### src/rtl/jls_pkg.sv
// Shared constants, bias-correction encodings and width helpers for the
// JPEG-LS prediction-error pipeline.
package jls_pkg;

    typedef enum logic [1:0] {
        DC_NONE = 2'b00,
        DC_INC  = 2'b01,
        DC_DEC  = 2'b11
    } dc_e;

    function automatic int calc_maxval(input int bpp);
        return (1 << bpp) - 1;
    endfunction

    function automatic int calc_range(input int bpp, input int near);
        return (calc_maxval(bpp) + 2 * near) / (2 * near + 1) + 1;
    endfunction

    function automatic int calc_qbpp(input int bpp, input int near);
        return $clog2(calc_range(bpp, near));
    endfunction

    // Signed width that holds every intermediate value of the error path.
    function automatic int calc_arith_w(input int bpp, input int cw);
        return bpp + cw + 3;
    endfunction

    // The unused code 2'b10 behaves as "no correction".
    function automatic dc_e dc_norm(input logic [1:0] raw);
        case (raw)
            2'b01:   return DC_INC;
            2'b11:   return DC_DEC;
            default: return DC_NONE;
        endcase
    endfunction

endpackage

### src/rtl/errval_core.sv
// Combinational prediction correction, clamp, error quantisation,
// reconstruction and modulo reduction for one bias candidate.
module errval_core
    import jls_pkg::*;
#(
    parameter int BPP  = 8,
    parameter int NEAR = 0,
    parameter int CW   = 8
) (
    input  logic                 sign,
    input  logic signed [CW:0]   ck,
    input  logic [BPP-1:0]       ix,
    input  logic [BPP-1:0]       px,
    output logic signed [BPP:0]  errval,
    output logic [BPP-1:0]       rx
);

    localparam int W      = calc_arith_w(BPP, CW);
    localparam int MAXVAL = calc_maxval(BPP);
    localparam int RANGE  = calc_range(BPP, NEAR);
    localparam int QSTEP  = 2 * NEAR + 1;

    typedef logic signed [W-1:0] sw_t;

    localparam sw_t MAXVAL_W = sw_t'(MAXVAL);
    localparam sw_t NEAR_W   = sw_t'(NEAR);
    localparam sw_t QSTEP_W  = sw_t'(QSTEP);
    localparam sw_t RANGE_W  = sw_t'(RANGE);
    localparam sw_t HALF_W   = sw_t'((RANGE + 1) / 2);
    localparam sw_t WRAP_W   = sw_t'(RANGE * QSTEP);
    localparam sw_t HI_W     = sw_t'(MAXVAL + NEAR);

    typedef struct packed {
        logic [BPP:0]   errval;
        logic [BPP-1:0] rx;
    } res_t;

    function automatic res_t calc(input logic sgn, input logic signed [CW:0] c_k,
                                  input logic [BPP-1:0] x, input logic [BPP-1:0] p);
        sw_t  pw, xw, cw_w, pc, e, rxw;
        res_t r;
        pw   = sw_t'(p);
        xw   = sw_t'(x);
        cw_w = sw_t'(c_k);

        pc = sgn ? pw - cw_w : pw + cw_w;
        if (pc < 0)
            pc = '0;
        else if (pc > MAXVAL_W)
            pc = MAXVAL_W;

        e = sgn ? pc - xw : xw - pc;
        // Operands of the divide are kept non-negative so truncation is symmetric.
        if (NEAR > 0) begin
            if (e > 0)
                e = (NEAR_W + e) / QSTEP_W;
            else
                e = -((NEAR_W - e) / QSTEP_W);
        end

        rxw = pc + (sgn ? -e : e) * QSTEP_W;
        if (rxw < -NEAR_W)
            rxw = rxw + WRAP_W;
        else if (rxw > HI_W)
            rxw = rxw - WRAP_W;
        if (rxw < 0)
            rxw = '0;
        else if (rxw > MAXVAL_W)
            rxw = MAXVAL_W;

        if (e < 0)
            e = e + RANGE_W;
        if (e >= HALF_W)
            e = e - RANGE_W;

        r.errval = e[BPP:0];
        r.rx     = rxw[BPP-1:0];
        return r;
    endfunction

    res_t res;

    always_comb begin
        res = calc(sign, ck, ix, px);
    end

    assign errval = res.errval;
    assign rx     = res.rx;

endmodule

### src/rtl/errval_pipe.sv
// Two-stage JPEG-LS prediction-error stage with same-context bias forwarding:
// S1 evaluates C, C+1 and C-1 in parallel, the transfer to S2 picks one.
module errval_pipe
    import jls_pkg::*;
#(
    parameter int BPP  = 8,
    parameter int NEAR = 0,
    parameter int CW   = 8,
    parameter int QW   = 9
) (
    input  logic                clk,
    input  logic                reset,
    input  logic                in_valid,
    output logic                in_ready,
    input  logic [QW-1:0]       in_q,
    input  logic                in_sign,
    input  logic [CW-1:0]       in_c,
    input  logic [BPP-1:0]      in_ix,
    input  logic [BPP-1:0]      in_px,
    input  logic                fwd_valid,
    input  logic [QW-1:0]       fwd_q,
    input  logic [1:0]          fwd_dc,
    output logic                out_valid,
    input  logic                out_ready,
    output logic [QW-1:0]       out_q,
    output logic                out_sign,
    output logic signed [BPP:0] out_errval,
    output logic [BPP-1:0]      out_rx,
    output logic                out_fwd
);

    localparam logic signed [CW:0] ONE = 1;

    logic                s1_valid_q, s1_valid_d;
    logic [QW-1:0]       s1_q_q, s1_q_d;
    logic                s1_sign_q, s1_sign_d;
    logic [CW-1:0]       s1_c_q, s1_c_d;
    logic [BPP-1:0]      s1_ix_q, s1_ix_d;
    logic [BPP-1:0]      s1_px_q, s1_px_d;
    dc_e                 s1_dc_q, s1_dc_d;

    logic                s2_valid_q, s2_valid_d;
    logic [QW-1:0]       s2_q_q, s2_q_d;
    logic                s2_sign_q, s2_sign_d;
    logic signed [BPP:0] s2_errval_q, s2_errval_d;
    logic [BPP-1:0]      s2_rx_q, s2_rx_d;
    logic                s2_fwd_q, s2_fwd_d;

    logic                s1_load, s2_load;
    logic                s1_match, in_match;
    dc_e                 dc_fwd, dc_eff;
    logic signed [CW:0]  c_ext;
    logic signed [CW:0]  cand_ck  [3];
    logic signed [BPP:0] cand_err [3];
    logic [BPP-1:0]      cand_rx  [3];
    logic signed [BPP:0] sel_err;
    logic [BPP-1:0]      sel_rx;

    always_comb begin
        c_ext      = {s1_c_q[CW-1], s1_c_q};
        cand_ck[0] = c_ext;
        cand_ck[1] = c_ext + ONE;
        cand_ck[2] = c_ext - ONE;
    end

    for (genvar k = 0; k < 3; k++) begin : g_cand
        errval_core #(
            .BPP  (BPP),
            .NEAR (NEAR),
            .CW   (CW)
        ) u_core (
            .sign   (s1_sign_q),
            .ck     (cand_ck[k]),
            .ix     (s1_ix_q),
            .px     (s1_px_q),
            .errval (cand_err[k]),
            .rx     (cand_rx[k])
        );
    end

    // A correction committed this cycle overrides whatever the sticky holds.
    always_comb begin
        dc_fwd   = dc_norm(fwd_dc);
        s1_match = s1_valid_q && fwd_valid && (fwd_q == s1_q_q) && (dc_fwd != DC_NONE);
        in_match = in_valid && fwd_valid && (fwd_q == in_q) && (dc_fwd != DC_NONE);
        dc_eff   = s1_match ? dc_fwd : s1_dc_q;
        s2_load  = !s2_valid_q || out_ready;
        s1_load  = !s1_valid_q || s2_load;
        case (dc_eff)
            DC_INC: begin
                sel_err = cand_err[1];
                sel_rx  = cand_rx[1];
            end
            DC_DEC: begin
                sel_err = cand_err[2];
                sel_rx  = cand_rx[2];
            end
            default: begin
                sel_err = cand_err[0];
                sel_rx  = cand_rx[0];
            end
        endcase
    end

    // NOTE: every _d starts from its _q so no path leaves a variable unassigned (no latches).
    always_comb begin
        s1_valid_d  = s1_valid_q;
        s1_q_d      = s1_q_q;
        s1_sign_d   = s1_sign_q;
        s1_c_d      = s1_c_q;
        s1_ix_d     = s1_ix_q;
        s1_px_d     = s1_px_q;
        s1_dc_d     = s1_dc_q;
        s2_valid_d  = s2_valid_q;
        s2_q_d      = s2_q_q;
        s2_sign_d   = s2_sign_q;
        s2_errval_d = s2_errval_q;
        s2_rx_d     = s2_rx_q;
        s2_fwd_d    = s2_fwd_q;

        if (s2_load) begin
            s2_valid_d = s1_valid_q;
            if (s1_valid_q) begin
                s2_q_d      = s1_q_q;
                s2_sign_d   = s1_sign_q;
                s2_errval_d = sel_err;
                s2_rx_d     = sel_rx;
                s2_fwd_d    = (dc_eff != DC_NONE);
            end
        end

        if (s1_load) begin
            s1_valid_d = in_valid;
            s1_dc_d    = in_match ? dc_fwd : DC_NONE;
            if (in_valid) begin
                s1_q_d    = in_q;
                s1_sign_d = in_sign;
                s1_c_d    = in_c;
                s1_ix_d   = in_ix;
                s1_px_d   = in_px;
            end
        end else if (s1_match) begin
            s1_dc_d = dc_fwd;
        end
    end

    // NOTE: state updates use non-blocking assignments so all flops sample the same pre-edge values.
    // NOTE: data registers are reset too, because the outputs must read 0 while in reset.
    always_ff @(posedge clk or negedge reset) begin
        if (!reset) begin
            s1_valid_q  <= 1'b0;
            s1_q_q      <= '0;
            s1_sign_q   <= 1'b0;
            s1_c_q      <= '0;
            s1_ix_q     <= '0;
            s1_px_q     <= '0;
            s1_dc_q     <= DC_NONE;
            s2_valid_q  <= 1'b0;
            s2_q_q      <= '0;
            s2_sign_q   <= 1'b0;
            s2_errval_q <= '0;
            s2_rx_q     <= '0;
            s2_fwd_q    <= 1'b0;
        end else begin
            s1_valid_q  <= s1_valid_d;
            s1_q_q      <= s1_q_d;
            s1_sign_q   <= s1_sign_d;
            s1_c_q      <= s1_c_d;
            s1_ix_q     <= s1_ix_d;
            s1_px_q     <= s1_px_d;
            s1_dc_q     <= s1_dc_d;
            s2_valid_q  <= s2_valid_d;
            s2_q_q      <= s2_q_d;
            s2_sign_q   <= s2_sign_d;
            s2_errval_q <= s2_errval_d;
            s2_rx_q     <= s2_rx_d;
            s2_fwd_q    <= s2_fwd_d;
        end
    end

    assign in_ready   = s1_load;
    assign out_valid  = s2_valid_q;
    assign out_q      = s2_q_q;
    assign out_sign   = s2_sign_q;
    assign out_errval = s2_errval_q;
    assign out_rx     = s2_rx_q;
    assign out_fwd    = s2_fwd_q;

endmodule

### config.mk
export PLATFORM = sky130hd
export DESIGN_NAME = errval_pipe
export DESIGN_NICKNAME = d
export VERILOG_FILES = /design/src/rtl/jls_pkg.sv /design/src/rtl/errval_core.sv /design/src/rtl/errval_pipe.sv
export SDC_FILE = /design/constraint.sdc
export NUM_CORES = 1
export LEC_CHECK = 0
export CAP_MARGIN = 30
export CORE_MARGIN = 1.5
export CORE_UTILIZATION = 60
export CTS_CLUSTER_DIAMETER = 200
export CTS_CLUSTER_SIZE = 10
export DETAILED_ROUTE_END_ITERATION = 10
export PLACE_DENSITY = 0.92
export SLEW_MARGIN = 5
export SYNTH_ARGS = -nofsm -noshare
export SYNTH_HDL_FRONTEND = slang
export SYNTH_SLANG_ARGS = --single-unit
### constraint.sdc
create_clock -name clk -period 11.7 [get_ports clk]
set_clock_uncertainty 0.1 [all_clocks]
set_input_delay 1.755 -clock clk [delete_from_list [all_inputs] [get_ports clk]]
set_output_delay 1.755 -clock clk [all_outputs]
set_load 0.01 [all_outputs]
==> results.cfg <==
; synthesis and place-and-route metrics
[outcome]
status = complete, no violations

[cells_and_area]
sh_seq_area = 0.131
combGateArea_sq_um = 9290
largest_cell_class = logic gates
final_core_util = 0.675
nonClkBufAreaFrac = 0.0675
num-multi-input-gates = 1256
final_nets = 1690
drive_gt1_frac = 0.0883
flops = 66
sh_comb_area = 0.733
regArea_sq_um = 1660
antenna-diode-count = 0
buffers = 89

[die]
taps = 234
num_rows = 50
chip_area_sq_um = 20000
fp.dieH_um = 142

[clock_tree]
cts_max_level = 3
post-cts-setup-buffers = 0
cts_resized = 0

[run]
warnings = 64
cap_viol_max_count = 0

[critical_path]
crit_end = out_rx[1]
path_buffers = 3
critical_path.startpoint = s1_c_q[0]
critPathKind = register to register
worst_setup_path_end_kind = register
regToRegSetupSlack_ns = 1.69
cp_common_cell = ha_1

[detailed_routing]
wl_met1_mm = 13.4
postRouteAntennaNets = 0
first_pass_iters = 6
drc_errors = 0
route.met2.wl_mm = 14.6

[final_timing]
fin_crit_sh = 0.855
max_freq_ghz = 0.0999
fin_ws_ns = 1.69
final-setup-viol-count = 0
holdWs_ns = 0.374
tns_ns = 0

[logic_synthesis]
top_area_frac = 0.143
synth-adder-area-share = 0.159
ys_warn_count = 0
ys_sh_aoi = 0.272
synth.area.mux_share = 0.0560
synthArstFlopShare = 1.00
yosys_area_sq_um = 11500
yosys.area_share.simple = 0.209
avgSynthCellArea_sq_um = 7.91
ys_cells = 1457
synth_seq_share = 0.143
largest_area_cell = dfrtp_1

[place]
io_buffers = 79
gp_congestion = 1.06
dp_hpwl_mm = 25.4

[global_routing]
busiest_layer = met2
antenna_found_initial = 0
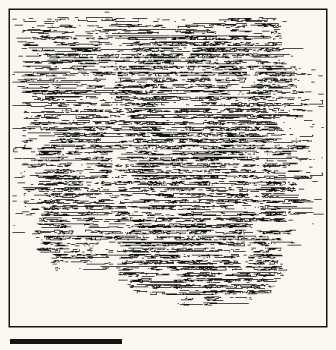
(images/layer_met1.png)
Bar = 50 um.
wire length on this layer	13400 um
main direction	horizontal
longest straight run	50.6 um
nets with wire on the layer	1562
share of all routed wire	41%
final WL: 32.6 mm
DR vias: 11400

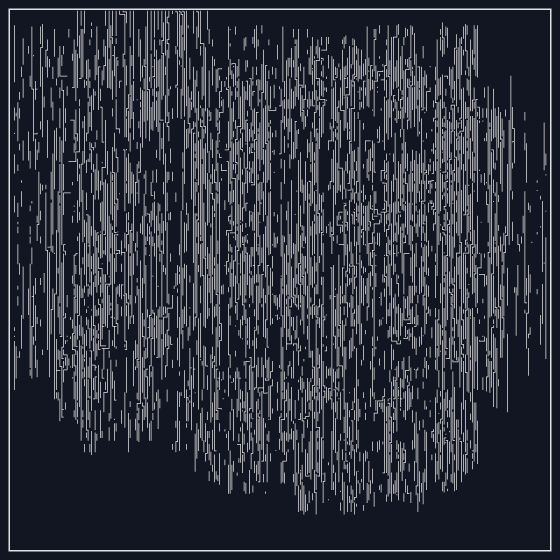
(images/layer_met2.png)
main direction	vertical
share of all routed wire	45%
nets with wire on the layer	1437
longest straight run	40.5 um
wire length on this layer	14600 um
M2 GR Usage: 0.522

